Fig. 1: the metal 1 layer
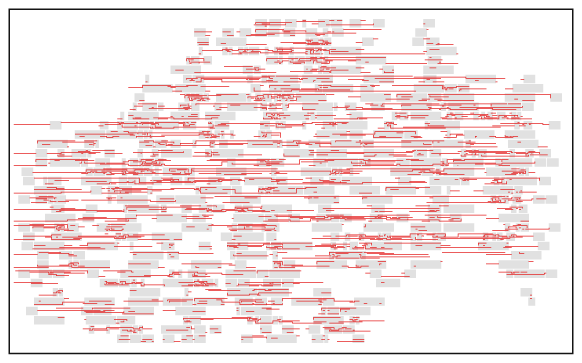
Fig. 2: signal wires on met2
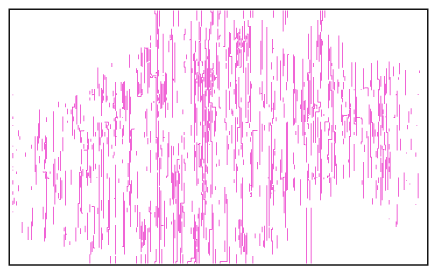
Fig. 3: metal 3
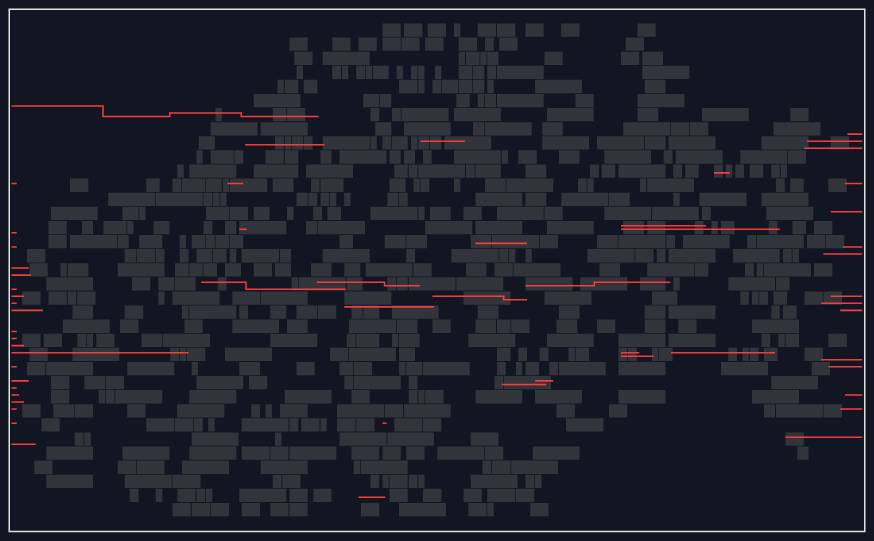
Fig. 4: congestion heat map
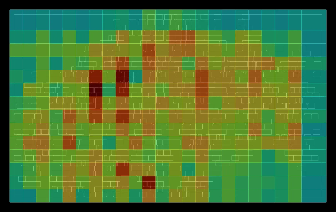
==> config.mk <==
export PLATFORM = sky130hd
export DESIGN_NAME = fetch_unit
export DESIGN_NICKNAME = d
export VERILOG_FILES = /design/src/rtl/fetch_unit.sv
export SDC_FILE = /design/constraint.sdc
export NUM_CORES = 1
export LEC_CHECK = 0
export ABC_AREA = 0
export CAP_MARGIN = 20
export CORE_ASPECT_RATIO = 0.6
export CORE_MARGIN = 2
export CORE_UTILIZATION = 36
export DETAILED_ROUTE_END_ITERATION = 8
export MAX_ROUTING_LAYER = met4
export PLACE_DENSITY = 0.57
export SLEW_MARGIN = 15
export SYNTH_ARGS = -nofsm -noshare
export SYNTH_HDL_FRONTEND = slang
export SYNTH_SLANG_ARGS = --single-unit
==> constraint.sdc <==
create_clock -name clk -period 5.61 [get_ports clk]
set_clock_uncertainty 0.05 [all_clocks]
set_input_delay 0.8415 -clock clk [delete_from_list [all_inputs] [get_ports clk]]
set_output_delay 0.8415 -clock clk [all_outputs]
set_load 0.1 [all_outputs]
==> job_summary.md <==
## Implementation flow summary

| Metric | Value |
|---|---|
| Cell family contributing the most delay on the critical path | buffers and inverters |
| Antenna-violating nets left | 0 |
| Required time of the worst setup path | 4720 ps |
| Number of levels in the clock H-tree | 4 |
| Number of instances in the placed design | 723 |
| Worst slack on hold paths | 429.3 ps |
| Relative contribution of sequential cells to total power | 32.3% |
| Number of synthesized flops with an enable pin | 0 |
| Overall die area | 16550 sq um |
| Kind of launch point of the worst setup path | input port |
| Routed wl met2 | 5647 um |
| Share of power burned in the clock network | 22.2% |
| Status | completed |
| Residual DRC | 0 |
| Post-synthesis area per instance | 11.41 sq um |
| Synth area leaders | sky130_fd_sc_hd__dfrtp_1 (52%), sky130_fd_sc_hd__mux2_2 (6.7%), sky130_fd_sc_hd__mux2i_1 (5.7%), sky130_fd_sc_hd__buf_4 (4.6%), sky130_fd_sc_hd__o21ai_0 (4.2%) |
| Category of the worst setup path capture point | output pin |
| Synth unique cells | 53 |
| Biggest cell category by area in the final layout | flip-flops and latches |
| Aoi/oai-family share of the synthesized area | 10.47% |
| Slack of the worst reg-to-reg path | 2580 ps |
| Insertion delay at the late pin of the worst-skew pair | 400 ps |
Notes on Fig. 1 above:
longest straight run: 85.1 um
wire length on this layer: 6270 um
overall routed net length: 12460 um
GR met1 Demand/Resource: 23.05%
detailed-route via count: 3738

Notes on Fig. 2 above:
longest straight run: 35.4 um
share of all routed wire: 45%
wire length on this layer: 5650 um
nets with wire on the layer: 501
met2 Track Usage GR: 24.72%

Notes on Fig. 3 above:
share of all routed wire: 3.8%
main direction: horizontal
nets with wire on the layer: 48
global routing usage on met3: 4.174%

Notes on Fig. 4 above:
Routed WL per cell: 16.53 um
share of the core filled with cells: 45.16%
Overall Global Routing Usage: 16.77%
global routing's busiest layer: met2

Power and IR drop assume default switching activity.
